$ cat src/rtl/ctrl_pkg.sv
// Shared constants for the multi-cycle controller: FSM states, opcodes, ALU ops,
// writeback selects, trap causes and the decoded instruction class.
package ctrl_pkg;

  typedef logic [2:0] state_t;
  localparam state_t StIdle    = 3'd0;
  localparam state_t StExec    = 3'd1;
  localparam state_t StMul     = 3'd2;
  localparam state_t StMem     = 3'd3;
  localparam state_t StPostinc = 3'd4;
  localparam state_t StTrap    = 3'd5;

  localparam logic [6:0] OpcLoad   = 7'b0000011;
  localparam logic [6:0] OpcOpImm  = 7'b0010011;
  localparam logic [6:0] OpcAuipc  = 7'b0010111;
  localparam logic [6:0] OpcStore  = 7'b0100011;
  localparam logic [6:0] OpcLwpi   = 7'b0101011;
  localparam logic [6:0] OpcOp     = 7'b0110011;
  localparam logic [6:0] OpcLui    = 7'b0110111;
  localparam logic [6:0] OpcSystem = 7'b1110011;

  localparam logic [6:0] F7Base = 7'b0000000;
  localparam logic [6:0] F7Alt  = 7'b0100000;
  localparam logic [6:0] F7Mul  = 7'b0000001;
  localparam logic [6:0] F7Mret = 7'b0011000;

  localparam logic [3:0] AluAdd  = 4'd0;
  localparam logic [3:0] AluSub  = 4'd1;
  localparam logic [3:0] AluSll  = 4'd2;
  localparam logic [3:0] AluSlt  = 4'd3;
  localparam logic [3:0] AluSltu = 4'd4;
  localparam logic [3:0] AluXor  = 4'd5;
  localparam logic [3:0] AluSrl  = 4'd6;
  localparam logic [3:0] AluSra  = 4'd7;
  localparam logic [3:0] AluOr   = 4'd8;
  localparam logic [3:0] AluAnd  = 4'd9;
  localparam logic [3:0] AluLui  = 4'd10;
  localparam logic [3:0] AluMul  = 4'd11;

  localparam logic [1:0] WbAlu = 2'b00;
  localparam logic [1:0] WbMem = 2'b01;
  localparam logic [1:0] WbCsr = 2'b10;

  localparam logic [3:0] CauseIllegal    = 4'd2;
  localparam logic [3:0] CauseLoadFault  = 4'd5;
  localparam logic [3:0] CauseStoreFault = 4'd7;
  localparam logic [3:0] CauseMachine    = 4'd11;

  typedef enum logic [3:0] {
    KindAlu, KindMul, KindLoad, KindLwpi, KindStore, KindCsr, KindMret, KindEcall, KindIllegal
  } kind_t;

  // func3 -> ALU op for the func7=0 register/immediate forms.
  function automatic logic [3:0] alu_base_op(input logic [2:0] f3);
    case (f3)
      3'd0:    return AluAdd;
      3'd1:    return AluSll;
      3'd2:    return AluSlt;
      3'd3:    return AluSltu;
      3'd4:    return AluXor;
      3'd5:    return AluSrl;
      3'd6:    return AluOr;
      default: return AluAnd;
    endcase
  endfunction

endpackage

$ cat src/rtl/ctrl_cycle_counter.sv
// Loadable up/down counter shared by the multiply countdown and the memory timeout.
module ctrl_cycle_counter #(
  parameter int unsigned Width = 4
) (
  input  logic             clk_i,
  input  logic             rst_i,
  input  logic             load_i,
  input  logic [Width-1:0] load_val_i,
  input  logic             inc_i,
  input  logic             dec_i,
  output logic [Width-1:0] count_o
);

  logic [Width-1:0] count_d, count_q;

  always_comb begin
    count_d = count_q;
    if (load_i) begin
      count_d = load_val_i;
    end else if (inc_i) begin
      count_d = count_q + Width'(1);
    end else if (dec_i) begin
      count_d = count_q - Width'(1);
    end
  end

  always_ff @(posedge clk_i or posedge rst_i) begin
    if (rst_i) begin
      count_q <= '0;
    end else begin
      count_q <= count_d;
    end
  end

  assign count_o = count_q;

endmodule

$ cat src/rtl/multicycle_controller.sv
// Multi-cycle instruction sequencer: decodes the held instruction and steps it through
// EXEC / MUL / MEM / POSTINC / TRAP, handshaking with fetch and data memory.
module multicycle_controller
  import ctrl_pkg::*;
#(
  parameter int unsigned XLEN         = 32,
  parameter int unsigned MUL_EN       = 1,
  parameter int unsigned MUL_CYCLES   = 4,
  parameter int unsigned POSTINC_STEP = 4,
  parameter int unsigned MEM_TIMEOUT  = 16
) (
  input  logic            clk,
  input  logic            rst,
  input  logic            instr_valid,
  input  logic [6:0]      opcode,
  input  logic [2:0]      func3,
  input  logic [6:0]      func7,
  input  logic            mem_ack,
  input  logic            irq,
  input  logic            mie,
  output logic [3:0]      aluop,
  output logic            rf_en,
  output logic            rd_sel,
  output logic            imm_en,
  output logic            inc_sel,
  output logic [XLEN-1:0] inc_value,
  output logic            sel_A,
  output logic            jump_en,
  output logic            mem_read,
  output logic            mem_write,
  output logic [1:0]      wb_sel,
  output logic            csr_rd,
  output logic            csr_wr,
  output logic            is_mret,
  output logic            mul_start,
  output logic            trap_en,
  output logic [3:0]      trap_cause,
  output logic            instr_ack,
  output logic            busy
);

  localparam int unsigned CntMax = (MUL_CYCLES > MEM_TIMEOUT) ? MUL_CYCLES : MEM_TIMEOUT;
  localparam int unsigned CntW   = $clog2(CntMax + 1);
  localparam logic [CntW-1:0] MulLoad     = CntW'(MUL_CYCLES - 2);
  localparam logic [CntW-1:0] TimeoutLast = CntW'(MEM_TIMEOUT - 1);

  state_t          state_q, state_d;
  logic [3:0]      cause_q, cause_d;
  kind_t           kind;
  logic [3:0]      dec_aluop;
  logic            dec_imm, dec_sel_a;
  logic            cnt_load, cnt_inc, cnt_dec;
  logic [CntW-1:0] cnt_load_val, cnt;
  logic            is_store, is_lwpi;

  assign inc_value = XLEN'(POSTINC_STEP);
  assign is_store  = (kind == KindStore);
  assign is_lwpi   = (kind == KindLwpi);

  // Instruction fields stay stable until instr_ack, so decode is valid in every busy state.
  always_comb begin
    kind      = KindIllegal;
    dec_aluop = AluAdd;
    dec_imm   = 1'b0;
    dec_sel_a = 1'b0;
    case (opcode)
      OpcOp: begin
        if (func7 == F7Mul) begin
          kind = (MUL_EN != 0) ? KindMul : KindIllegal;
        end else if (func7 == F7Base) begin
          kind      = KindAlu;
          dec_aluop = alu_base_op(func3);
        end else if (func7 == F7Alt && (func3 == 3'd0 || func3 == 3'd5)) begin
          kind      = KindAlu;
          dec_aluop = (func3 == 3'd0) ? AluSub : AluSra;
        end
      end
      OpcOpImm: begin
        dec_imm = 1'b1;
        if (func3 == 3'd1) begin
          if (func7 == F7Base) begin
            kind      = KindAlu;
            dec_aluop = AluSll;
          end
        end else if (func3 == 3'd5) begin
          if (func7 == F7Base || func7 == F7Alt) begin
            kind      = KindAlu;
            dec_aluop = (func7 == F7Alt) ? AluSra : AluSrl;
          end
        end else begin
          kind      = KindAlu;
          dec_aluop = alu_base_op(func3);
        end
      end
      OpcLui: begin
        kind      = KindAlu;
        dec_aluop = AluLui;
        dec_imm   = 1'b1;
      end
      OpcAuipc: begin
        kind      = KindAlu;
        dec_imm   = 1'b1;
        dec_sel_a = 1'b1;
      end
      OpcLoad:  kind = KindLoad;
      OpcLwpi:  kind = KindLwpi;
      OpcStore: kind = KindStore;
      OpcSystem: begin
        if (func3 != 3'd0)         kind = KindCsr;
        else if (func7 == F7Mret)  kind = KindMret;
        else if (func7 == F7Base)  kind = KindEcall;
      end
      default: kind = KindIllegal;
    endcase
  end

  always_comb begin
    aluop        = AluAdd;
    rf_en        = 1'b0;
    rd_sel       = 1'b0;
    imm_en       = 1'b0;
    inc_sel      = 1'b0;
    sel_A        = 1'b0;
    jump_en      = 1'b0;
    mem_read     = 1'b0;
    mem_write    = 1'b0;
    wb_sel       = WbAlu;
    csr_rd       = 1'b0;
    csr_wr       = 1'b0;
    is_mret      = 1'b0;
    mul_start    = 1'b0;
    trap_en      = 1'b0;
    trap_cause   = '0;
    instr_ack    = 1'b0;
    busy         = (state_q != StIdle);
    state_d      = state_q;
    cause_d      = cause_q;
    cnt_load     = 1'b0;
    cnt_load_val = '0;
    cnt_inc      = 1'b0;
    cnt_dec      = 1'b0;

    unique case (state_q)
      StIdle: begin
        if (instr_valid) begin
          if (irq && mie) begin
            state_d = StTrap;
            cause_d = CauseMachine;
          end else begin
            state_d = StExec;
          end
        end
      end
      StExec: begin
        case (kind)
          KindAlu: begin
            aluop     = dec_aluop;
            imm_en    = dec_imm;
            sel_A     = dec_sel_a;
            rf_en     = 1'b1;
            instr_ack = 1'b1;
            state_d   = StIdle;
          end
          KindMul: begin
            mul_start    = 1'b1;
            cnt_load     = 1'b1;
            cnt_load_val = MulLoad;
            state_d      = StMul;
          end
          KindLoad, KindLwpi, KindStore: begin
            mem_read  = !is_store;
            mem_write = is_store;
            imm_en    = !is_lwpi;
            cnt_load  = 1'b1;
            state_d   = StMem;
          end
          KindCsr: begin
            csr_rd    = 1'b1;
            csr_wr    = 1'b1;
            rf_en     = 1'b1;
            wb_sel    = WbCsr;
            instr_ack = 1'b1;
            state_d   = StIdle;
          end
          KindMret: begin
            is_mret   = 1'b1;
            instr_ack = 1'b1;
            state_d   = StIdle;
          end
          KindEcall: begin
            state_d = StTrap;
            cause_d = CauseMachine;
          end
          default: begin
            state_d = StTrap;
            cause_d = CauseIllegal;
          end
        endcase
      end
      StMul: begin
        if (cnt == '0) begin
          rf_en     = 1'b1;
          aluop     = AluMul;
          instr_ack = 1'b1;
          state_d   = StIdle;
        end else begin
          cnt_dec = 1'b1;
        end
      end
      StMem: begin
        mem_read  = !is_store;
        mem_write = is_store;
        imm_en    = !is_lwpi;
        // An ack on the last timeout cycle still completes the access.
        if (mem_ack) begin
          if (is_store) begin
            instr_ack = 1'b1;
            state_d   = StIdle;
          end else begin
            rf_en  = 1'b1;
            wb_sel = WbMem;
            if (is_lwpi) begin
              state_d = StPostinc;
            end else begin
              instr_ack = 1'b1;
              state_d   = StIdle;
            end
          end
        end else if (cnt == TimeoutLast) begin
          state_d = StTrap;
          cause_d = is_store ? CauseStoreFault : CauseLoadFault;
        end else begin
          cnt_inc = 1'b1;
        end
      end
      StPostinc: begin
        rf_en     = 1'b1;
        rd_sel    = 1'b1;
        inc_sel   = 1'b1;
        instr_ack = 1'b1;
        state_d   = StIdle;
      end
      StTrap: begin
        trap_en    = 1'b1;
        trap_cause = cause_q;
        instr_ack  = 1'b1;
        state_d    = StIdle;
      end
      default: state_d = StIdle;
    endcase
  end

  always_ff @(posedge clk or posedge rst) begin
    if (rst) begin
      state_q <= StIdle;
      cause_q <= '0;
    end else begin
      state_q <= state_d;
      cause_q <= cause_d;
    end
  end

  ctrl_cycle_counter #(
    .Width(CntW)
  ) u_cycle_counter (
    .clk_i     (clk),
    .rst_i     (rst),
    .load_i    (cnt_load),
    .load_val_i(cnt_load_val),
    .inc_i     (cnt_inc),
    .dec_i     (cnt_dec),
    .count_o   (cnt)
  );

endmodule

$ cat config.mk
export PLATFORM = sky130hd
export DESIGN_NAME = multicycle_controller
export DESIGN_NICKNAME = d
export VERILOG_FILES = /design/src/rtl/ctrl_pkg.sv /design/src/rtl/ctrl_cycle_counter.sv /design/src/rtl/multicycle_controller.sv
export SDC_FILE = /design/constraint.sdc
export NUM_CORES = 1
export LEC_CHECK = 0
export ABC_CLOCK_PERIOD_IN_PS = 3800
export CAP_MARGIN = 15
export CORE_MARGIN = 4
export CORE_UTILIZATION = 46
export DETAILED_ROUTE_END_ITERATION = 8
export PLACE_DENSITY_LB_ADDON = 0.08
export SYNTH_ARGS = -nofsm -noshare
export SYNTH_HDL_FRONTEND = slang
export SYNTH_SLANG_ARGS = --single-unit
$ cat constraint.sdc
create_clock -name clk -period 3.8 [get_ports clk]
set_input_delay 0.57 -clock clk [delete_from_list [all_inputs] [get_ports clk]]
set_output_delay 0.57 -clock clk [all_outputs]
set_load 0.03 [all_outputs]
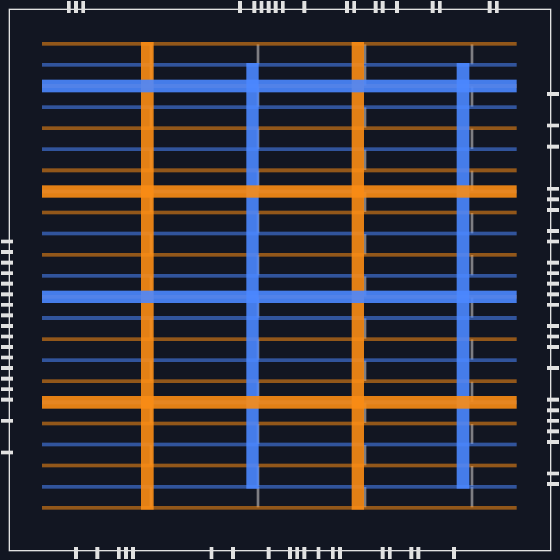
*Power grid, run 1*
Pins as bars on the die edge. Tap cells in gray.
Key: blue = VDD; orange = VSS
4 straps on met4. 4 straps on met5.

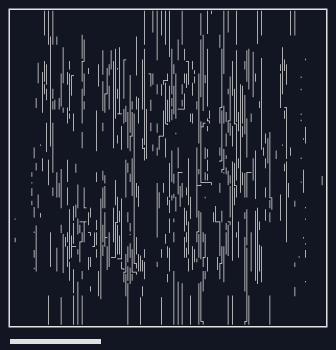
*Metal 2, run 1*
The bar under the picture is 20 um long.
The layer carries 2050 um of wire. 300 nets have wire on it. The longest straight run is 33.0 um.

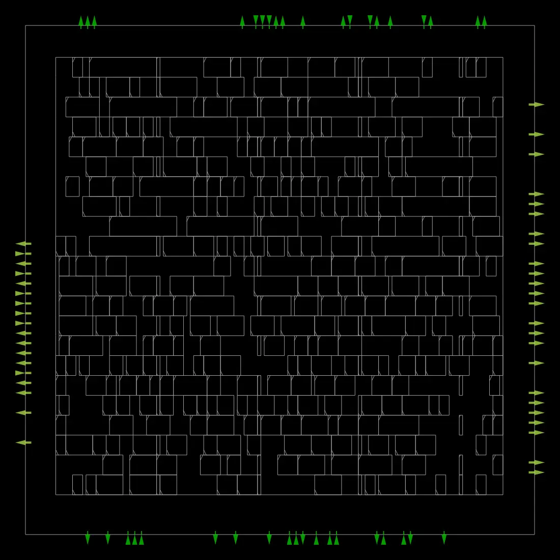
*Placement view, run 1*
register share of the cell area: 12.3%
TAP cells: 48
final sequential cell count: 12

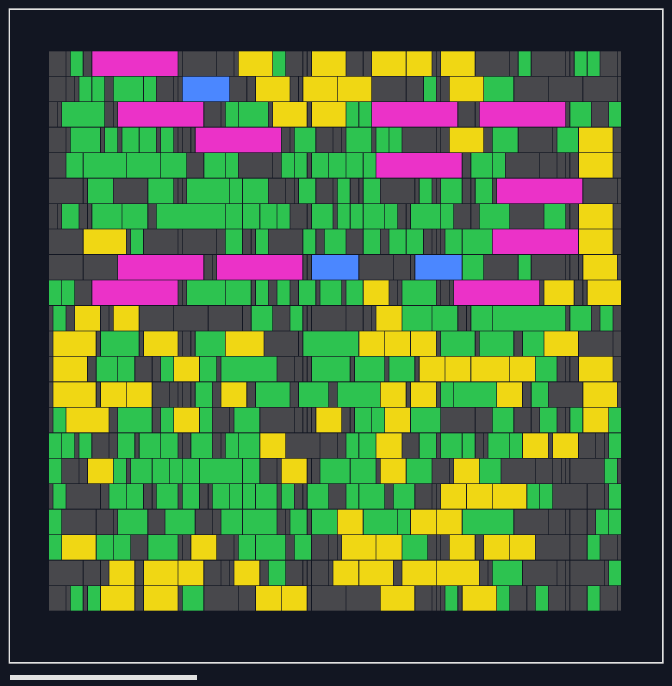
*Placement by cell class, run 1*
The bar under the picture is 20 um long. Fill, decap, tap and diode cells in gray.
Key: magenta = registers [cells 12]; green = remaining logic cells [cells 214]; yellow = remaining buffers and delay cells [cells 86]; blue = clock-net drivers [cells 3]

==> reports/qor.yml, run 1 <==
status: "finished clean"
max_slew.worst_pin.slew_ps: 660
synth_cell_types: 57
pre_cts_slack_ps: -205
most_common_cell: "buf_4"
grt_pass1_wl_mm: 6.98
dp_hpwl_mm: 3.74
maxCapViolations: 0
maxSlewHeadroom_pct: 55.8
syn_area_per_cell_sq_um: 7.34
fin_nets: 344
ys_area_sq_um: 1750
core-area_sq_um: 3660
dp.cells: 358
yosysWarnings: 0
skew_ps: 3.05
antenna_cells: 0
io_buffer_count: 46
slowest_stage: "or4_1"
ys_seq_share_pct: 17.2
grt_max_degree: 13
ant_nets: 0
crit_type: "in -> out"
ff_type: "dfrtp_1"
synth-edff-count: 0
setup_slack_ps: 119
logic_area_sq_um: 1270
cp-end-kind: "primary output"
critPathMaxFanout: 6
dieArea_sq_um: 4850
final_hold_viol_count: 0
synth_flops: 12
area_growth_pct: 40.1
hold_buffers: 0
common_cells: "buf_4, nor2_1, nand2_1"
routed_wl_mm: 4.48
instances_no_fill: 363
grt_setup_unrepaired: "false"
avgViaCountPerCell: 5.09
setup_tns_ps: 0
critical_path_required_ps: 3230
top_area_share_pct: 17.2
crit_chain: "clkdlybuf4s50_1, or4_1, o32ai_1, or3_4, nor3_4, o211a_1, or3_1, dlygate4sd2_1"
netlist_area_sq_um: 1750
clock_path_buffers: 2
period_needed_ps: 3680
log.warning_count: 26
syn_inst: 238
total_power_w: 0.000942
grt_pass1_vias: 1577
clock_sinks: 12
ys_cells: 238
clk_pin_slew_ps: 50
fp_util_pct: 47.7
flop_area_sq_um: 300
setup_viol: 0
die_h_um: 69.6
dr_total_vias: 1848
post-synth-top-area-cell: "dfrtp_1"
grt_antenna_before_repair: 0
period_used_pct: 96.9
==> run 1: power breakdown <==
part | internal (W) | switching [W] | total [W]
clock | 0.0000697 | 0.0000450 | 0.000115
sequential | 0.000179 | 0.0000556 | 0.000235
combinational | 0.000250 | 0.000343 | 0.000593
==> run 1: state kept, by name, summed over array words and instances (netlist names) <==
signal and flops:
state_q 3, u_cycle_counter.count_o 5, cause_q 4
==> run 1: path summary, 6_finish.rpt <==
kind	from	to	slack [ps]	depth (start not counted)
worst max-delay path	opcode[2]	rf_en	120	8
worst min-delay path	cause_q[0]	cause_q[0]	470	1
worst max register to register	state_q[2]	u_cycle_counter.count_o[4]	1020	10
worst min register to register	cause_q[0]	cause_q[0]	470	1
max in group asynchronous	rst	cause_q[1]	2830	2
min in group asynchronous	rst	u_cycle_counter.count_o[4]	640	2
==> run 1: layer usage <==
layer	share of wire [%]	vias to the layer above	global-route usage, %
li1	-	947	-
met1	47	840	23.3
met2	46	57	28.5
met3	6.7	4	3.91
met4	0.65	0	3.19
met5	0	-	0
==> run 1: area by class of cell <==
type                    count  share of cell area, %
repair buffers             86                   31.0
multi-input cells         210                   52.0
inverters                   4                  0.613
clock buffers               3                   1.69
flip-flops and latches     12                   12.3
well taps                  48                   2.45
==> run 1: per-stage QoR <==
step / utilization, % / instance area [sq um]
global placement: 64.1 / 2350
finish: 66.9 / 2450
floorplan: - / 1860
CTS: 65.6 / 2400
detailed placement: 64.1 / 2350
global route: 66.9 / 2450
==> run 1: cell families (layout without fill, tap and decap cells) <==
family | Yosys count | count (layout) | synth area share (%)
AOI/OAI and AO/OA | 60 | 60 | 23.1
adders and majority gates | 4 | 4 | 3.29
buffers and inverters | 47 | 93 | 18.2
muxes | 2 | 2 | 1.22
and+or+nand+nor | 102 | 102 | 32.1
xor gates and xnor gates | 9 | 9 | 4.51
other | 2 | 33 | 0.430
DFF | 12 | 12 | 17.2
==> run 1: timing repair <==
action,CTS,global route
resized,3,10
buffers inserted,0,2
pin swaps,1,4
endpoints found under the setup margin,5,7
==> run 1: layout by cell type, fill, tap and decap left out, types with 6 or more instances in the layout <==
cell type        netlist  routed
buf_4                 35      46
conb_1                 2      33
clkdlybuf4s50_1        0      32
nor2_1                24      24
nand2_1               21      21
a21oi_1               17      17
dfrtp_1               12      12
o21ai_0               11      11
nand3_1                8       8
nand2b_1               7       7
xnor2_1                6       6
and2_1                 6       6
## Run 2: what changed since run 1
--- a/config.mk
+++ b/config.mk
@@ -5,10 +5,10 @@
 export SDC_FILE = /design/constraint.sdc
 export NUM_CORES = 1
 export LEC_CHECK = 0
-export ABC_CLOCK_PERIOD_IN_PS = 3800
+export ABC_CLOCK_PERIOD_IN_PS = 4000
 export CAP_MARGIN = 15
 export CORE_MARGIN = 4
-export CORE_UTILIZATION = 46
+export CORE_UTILIZATION = 42
 export DETAILED_ROUTE_END_ITERATION = 8
 export PLACE_DENSITY_LB_ADDON = 0.08
 export SYNTH_ARGS = -nofsm -noshare
==> constraint.sdc (replaced) <==
create_clock -name clk -period 4 [get_ports clk]
set_input_delay 0.6 -clock clk [delete_from_list [all_inputs] [get_ports clk]]
set_output_delay 0.6 -clock clk [all_outputs]
set_load 0.03 [all_outputs]
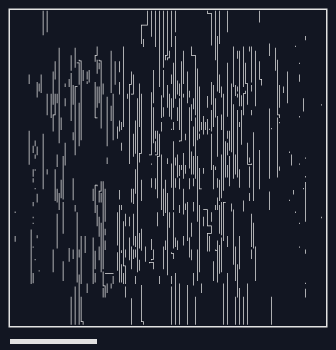
*Metal 2, run 2*
The bar under the picture is 20 um long.
The longest straight run is 39.8 um. The layer carries 2090 um of wire. The layer holds 46% of the routed length. 288 nets have wire on it.

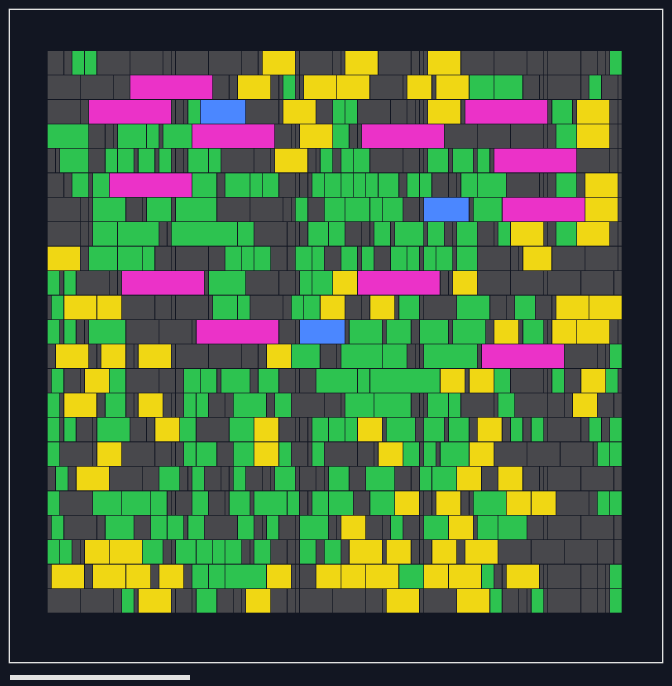
*Placement by cell class, run 2*
The bar under the picture is 20 um long. Fill, decap, tap and diode cells in gray.
Key: blue = clock-net drivers [cells 3]; yellow = remaining buffers and delay cells [cells 80]; magenta = registers [cells 12]; green = remaining logic cells [cells 214]

==> reports/qor.yml, run 2 <==
ant_nets: 0  # unchanged
post-route-drc-count: 0
crit_type: "in -> out"
clock_sinks: 12  # unchanged
skew_ps: 3.32  # +0.267 ps
routed_wl_mm: 4.53  # +1.0%
p_sw_w: 0.000425  # -4.3%
dp.cells: 356  # -0.56%
setup_slack_ps: 161  # +42.0 ps
cp-end-kind: "primary output"
ys_area_sq_um: 1750  # unchanged
avgViaCountPerCell: 5.04  # -0.91%
dr_total_vias: 1811  # -2.0%
grt_setup_unrepaired: "false"
slowest_stage: "or4_4"
seq_power_share_pct: 25.0  # about the same
synth_flops: 12  # unchanged
period_used_pct: 96.0
placed_cell_area_sq_um: 2320  # -1.2%
ys_cells: 238  # unchanged
maxSlewHeadroom_pct: 55.3  # -0.58 points
swShare_pct: 47.4  # +0.30 points
io_buffer_count: 46  # unchanged
drt_first_iter_violations: 135
p_int_w: 0.000471  # -5.4%
grt_pass1_vias: 1567  # -0.63%
dp_hpwl_mm: 3.79  # +1.4%
most_common_cell: "buf_4"
die_h_um: 72.5  # +4.1%
crit_chain: "clkdlybuf4s50_1, or4_4, or3_1, a22oi_2, nor3_4, o211a_1, or3_1, dlygate4sd2_1"
ff_type: "dfrtp_1"
post-synth-top-area-cell: "dfrtp_1"
pre_cts_slack_ps: -109  # +96.2 ps
final_common_cell: "buf_4"
status: "finished clean"
syn_inst: 238  # unchanged
synth-edff-count: 0  # unchanged
rr_startpoint: "state_q[2]"
instances_no_fill: 359  # -1.1%
final_cell_area_sq_um: 2370  # -3.3%
final_hold_viol_count: 0  # unchanged
fp_util_pct: 43.7  # -4.0 points
core-area_sq_um: 4000  # +9.3%
min_from: "cause_q[0]"
critical_path_required_ps: 3400  # +170 ps
common_cells: "buf_4, nor2_1, nand2_1"
grt_antenna_before_repair: 0  # unchanged
log.warning_count: 26  # unchanged
grt_max_degree: 13  # unchanged
period_needed_ps: 3840
netlist_area_sq_um: 1750  # unchanged
synth_cell_types: 57  # unchanged
ys_seq_share_pct: 17.2  # unchanged
crit_start: "func7[0]"
p_comb_share_pct: 62.4  # -0.5 points
power_frac_clock_pct: 12.6  # +0.4 points
antenna_cells: 0  # unchanged
total_power_w: 0.000896  # -4.9%
maxCapViolations: 0  # unchanged
setup_tns_ps: 0  # unchanged
setup_viol: 0  # unchanged
critPathMaxFanout: 4  # -2
dieArea_sq_um: 5260  # +8.4%
fin_nets: 338  # -1.7%
area_growth_pct: 35.5
syn_area_per_cell_sq_um: 7.34  # unchanged
grt_pass1_wl_mm: 7.30  # +4.6%
final_cell_mix: "buf_4, clkdlybuf4s50_1, conb_1"
largest_reg_flops: 5  # unchanged
yosysWarnings: 0  # unchanged
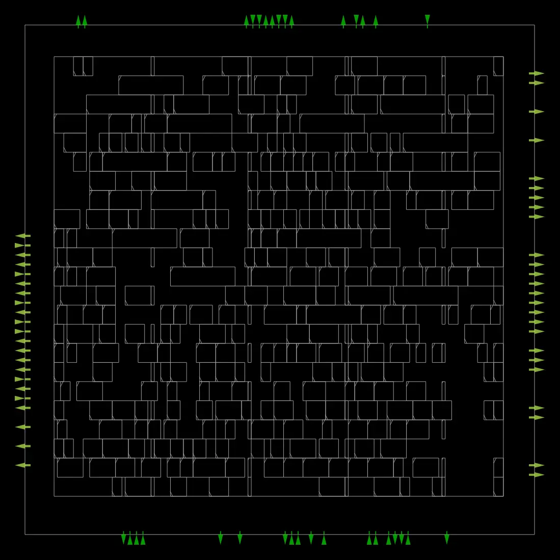
*Placement view, run 2*
Fillers: 403
register share of the cell area: 12.7%

[run 2: path summary, 6_finish.rpt]
path                                                   end  slack [ps]  depth (start not counted)
worst min register to register                  cause_q[0]         470                          1
min in group asynchronous       u_cycle_counter.count_o[4]         690                          2
worst max-delay path                                 rf_en         160                          8
worst min-delay path                            cause_q[0]         470                          1
max in group asynchronous       u_cycle_counter.count_o[0]        2970                          2
worst max register to register  u_cycle_counter.count_o[4]        1190                         10
[run 2: critical path, delay by kind of cell]
family / cells / cell delay, ps
AOI/OAI and AO/OA: 2 / 490
buffers and inverters: 2 / 800
and+or+nand+nor: 4 / 1340
[run 2: final cells by class]
type                    count  area [sq um]
flip-flops and latches     12           300
well taps                  50          62.6
fillers                   403          1630
repair buffers             80           694
clock buffers               3          41.3
inverters                   4          15.0
multi-input cells         210          1250
[run 2: cell families (layout without fill, tap and decap cells)]
logic type	Yosys count	after routing	synth area share, %
DFF	12	12	17.2
xor gates and xnor gates	9	9	4.51
and+or+nand+nor	102	102	32.1
AOI/OAI and AO/OA	60	60	23.1
muxes	2	2	1.22
buffers and inverters	47	87	18.2
other	2	33	0.430
adders and majority gates	4	4	3.29
[run 2: power groups by stage]
stage	clock (W)	combinational, W	sequential (W)
after floorplan	0	0.000426	0.000212
after global placement	0	0.000554	0.000224
after detailed placement	0	0.000562	0.000225
after CTS	0.000117	0.000560	0.000223
after global routing	0.000120	0.000612	0.000236
final	0.000113	0.000560	0.000224
[run 2: routing by layer]
metal	wire, um	track usage [%]
met1	2050	24.2
met2	2090	27.6
met3	336	3.60
met4	50	4.30
met5	0	0
[run 2: per-stage QoR]
| step | utilization, % | hold slack [ps] |
|---|---|---|
| 6_report | 59.2 | 472 |
| 5_1_grt | 59.2 | 504 |
| 4_1_cts | 59.0 | 475 |
| 3_5_place_dp | 58.0 | 462 |
| 3_3_place_gp | 58.0 | 462 |
| 2_1_floorplan | - | 441 |
[run 2: what timing repair did]
item / CTS / global route
setup buffers: 0 / 0
resized: 1 / 1
pin swaps: 0 / 1
endpoints found under the setup margin: 1 / 1
## Run 3: what changed since run 2
--- a/config.mk
+++ b/config.mk
@@ -7,7 +7,6 @@
 export LEC_CHECK = 0
 export ABC_CLOCK_PERIOD_IN_PS = 4000
 export CAP_MARGIN = 15
-export CORE_MARGIN = 4
 export CORE_UTILIZATION = 42
 export DETAILED_ROUTE_END_ITERATION = 8
 export PLACE_DENSITY_LB_ADDON = 0.08
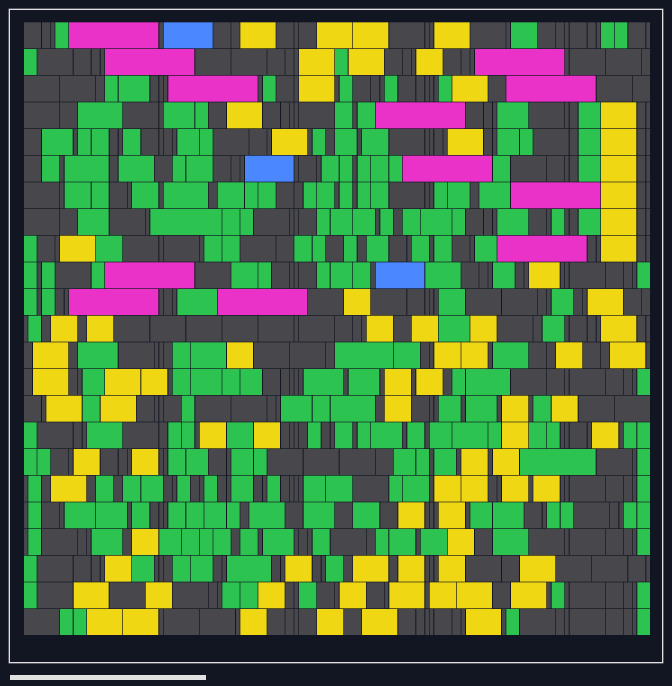
*Placement by cell class, run 3*
The bar under the picture is 20 um long. Fill, decap, tap and diode cells in gray.
Key: blue = clock-net drivers [cells 3]; yellow = remaining buffers and delay cells [cells 81]; green = remaining logic cells [cells 214]; magenta = registers [cells 12]

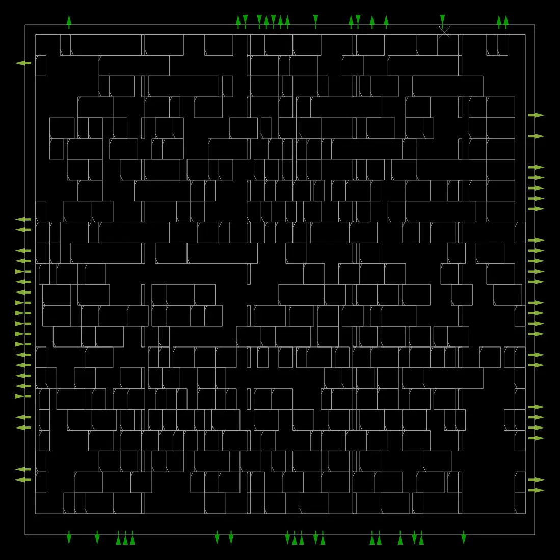
*Placement view, run 3*
Post-Layout Cell Count: 360
Fillers: 417
register share of the cell area: 12.6%
Site Rows: 23
Util after Layout: 59.4%

==> reports/qor.yml, run 3 <==
status: "finished, violations left"
grt_pass1_vias: 1519  # -3.1%
period_used_pct: 96.5  # +0.55 points
maxCapViolations: 0  # unchanged
routed_wl_mm: 4.25  # -6.2%
post-route-drc-count: 1  # +1
dp_hpwl_mm: 3.53  # -7.0%
grt_pass1_wl_mm: 6.76  # -7.4%
dieArea_sq_um: 4420  # -16%
critPathMaxFanout: 4  # unchanged
cp-end-kind: "primary output"
clock_sinks: 12  # unchanged
syn_inst: 238  # unchanged
area_growth_pct: 35.9
ys_area_sq_um: 1750  # unchanged
maxSlewHeadroom_pct: 54.4  # -0.87 points
fin_nets: 339  # +0.30%
synth-edff-count: 0  # unchanged
grt_setup_unrepaired: "false"
post-synth-top-area-cell: "dfrtp_1"
ff_type: "dfrtp_1"
antenna_cells: 0  # unchanged
grt_antenna_before_repair: 0  # unchanged
grt_max_degree: 13  # unchanged
failed_checks: "design-rule violations"
core-area_sq_um: 4000  # unchanged
final_hold_viol_count: 0  # unchanged
io_buffer_count: 46  # unchanged
avgViaCountPerCell: 5.06  # +0.33%
largest_reg_flops: 5  # unchanged
netlist_area_sq_um: 1750  # unchanged
ant_nets: 0  # unchanged
skew_ps: 1.72  # -1.60 ps
fp_util_pct: 43.7  # unchanged
die_h_um: 66.5  # -8.3%
log.warning_count: 26  # unchanged
dr_total_vias: 1822  # +0.61%
crit_start: "func7[0]"
reg2reg_slack_ps: 1190  # about the same
most_common_cell: "buf_4"
syn_area_per_cell_sq_um: 7.34  # unchanged
rr_startpoint: "state_q[2]"
common_cells: "buf_4, nor2_1, nand2_1"
critical_path_required_ps: 3400  # about the same
min_from: "cause_q[0]"
period_needed_ps: 3860  # +22.2 ps
final_common_cell: "buf_4"
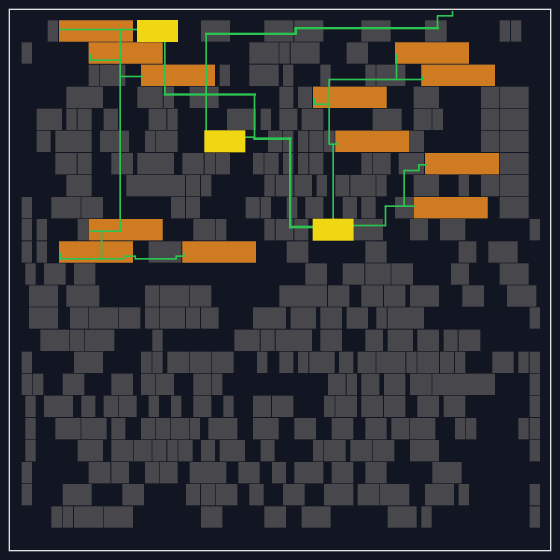
*Clock network drawn from the DEF, run 3*
Key: green = clock wires [length 222 um]; orange = flip-flops [count 12]; yellow = clock-net drivers [count 3]
There are 4 routed clock nets.

==> run 3: cell counts after synthesis <==
No cell type changed its count.
==> run 3: layer usage <==
layer	vias to the layer above	part of all wire, %	track usage [%]
li1	934	-	-
met1	825	49	28.1
met2	61	46	31.8
met3	2	4.6	3.77
met4	0	0.24	3.19
met5	-	0	0
==> run 3: metrics by stage <==
step	hold WS (ps)	instances	setup WS (ps)	total power, W	cell area (sq um)
after floorplan	441	269	497	0.000638	1860
after global placement	466	357	-45.1	0.000777	2330
after detailed placement	469	357	-92.0	0.000786	2330
after CTS	480	360	55.9	0.000897	2370
after global routing	501	360	1.42	0.000969	2380
final	473	360	139	0.000895	2380
==> run 3: worst max-delay path, cell delays in order <==
cell and delay, ps:
clkdlybuf4s50_1 440, or4_4 530, buf_4 150, nor3_1 170
o311ai_0 130, or3_4 410, nor3_4 150, buf_4 170
a22oi_1 70, o2111ai_1 250, buf_4 200
==> run 3: layout make-up <==
type | count | area, sq um | area share [%]
well taps | 50 | 62.6 | 2.63
flip-flops and latches | 12 | 300 | 12.6
clock buffers | 3 | 41.3 | 1.74
inverters | 4 | 15.0 | 0.632
multi-input cells | 210 | 1250 | 52.8
repair buffers | 81 | 702 | 29.5
==> run 3: where the power goes <==
part / switching [W] / leakage [nW] / internal, W
Combinational: 0.000322 / 0.895 / 0.000235
Clock: 0.0000463 / 0.0216 / 0.0000666
Sequential: 0.0000558 / 0.143 / 0.000170
==> run 3: worst paths after layout <==
check,to,depth (start not counted)
setup reg to reg,u_cycle_counter.count_o[4],10
max in group asynchronous,cause_q[1],2
setup / recovery,instr_ack,11
min in group asynchronous,u_cycle_counter.count_o[0],2
hold reg to reg,cause_q[0],1
hold / removal,cause_q[0],1
==> run 3: logic make-up after synthesis <==
group / after synthesis / synth area share, %
AND-OR/OR-AND: 60 / 23.1
XOR/XNOR: 9 / 4.51
adder cells (fa/ha/maj): 4 / 3.29
buffers and inverters: 47 / 18.2
flip-flops: 12 / 17.2
multiplexers: 2 / 1.22
other: 2 / 0.430
AND/OR/NAND/NOR: 102 / 32.1
==> run 3: repair_timing <==
action / 4_1_cts / 5_1_grt
setup endpoints to repair: 1 / 4
pin swaps: 0 / 1
resized: 1 / 1
Power and IR drop assume default switching activity.
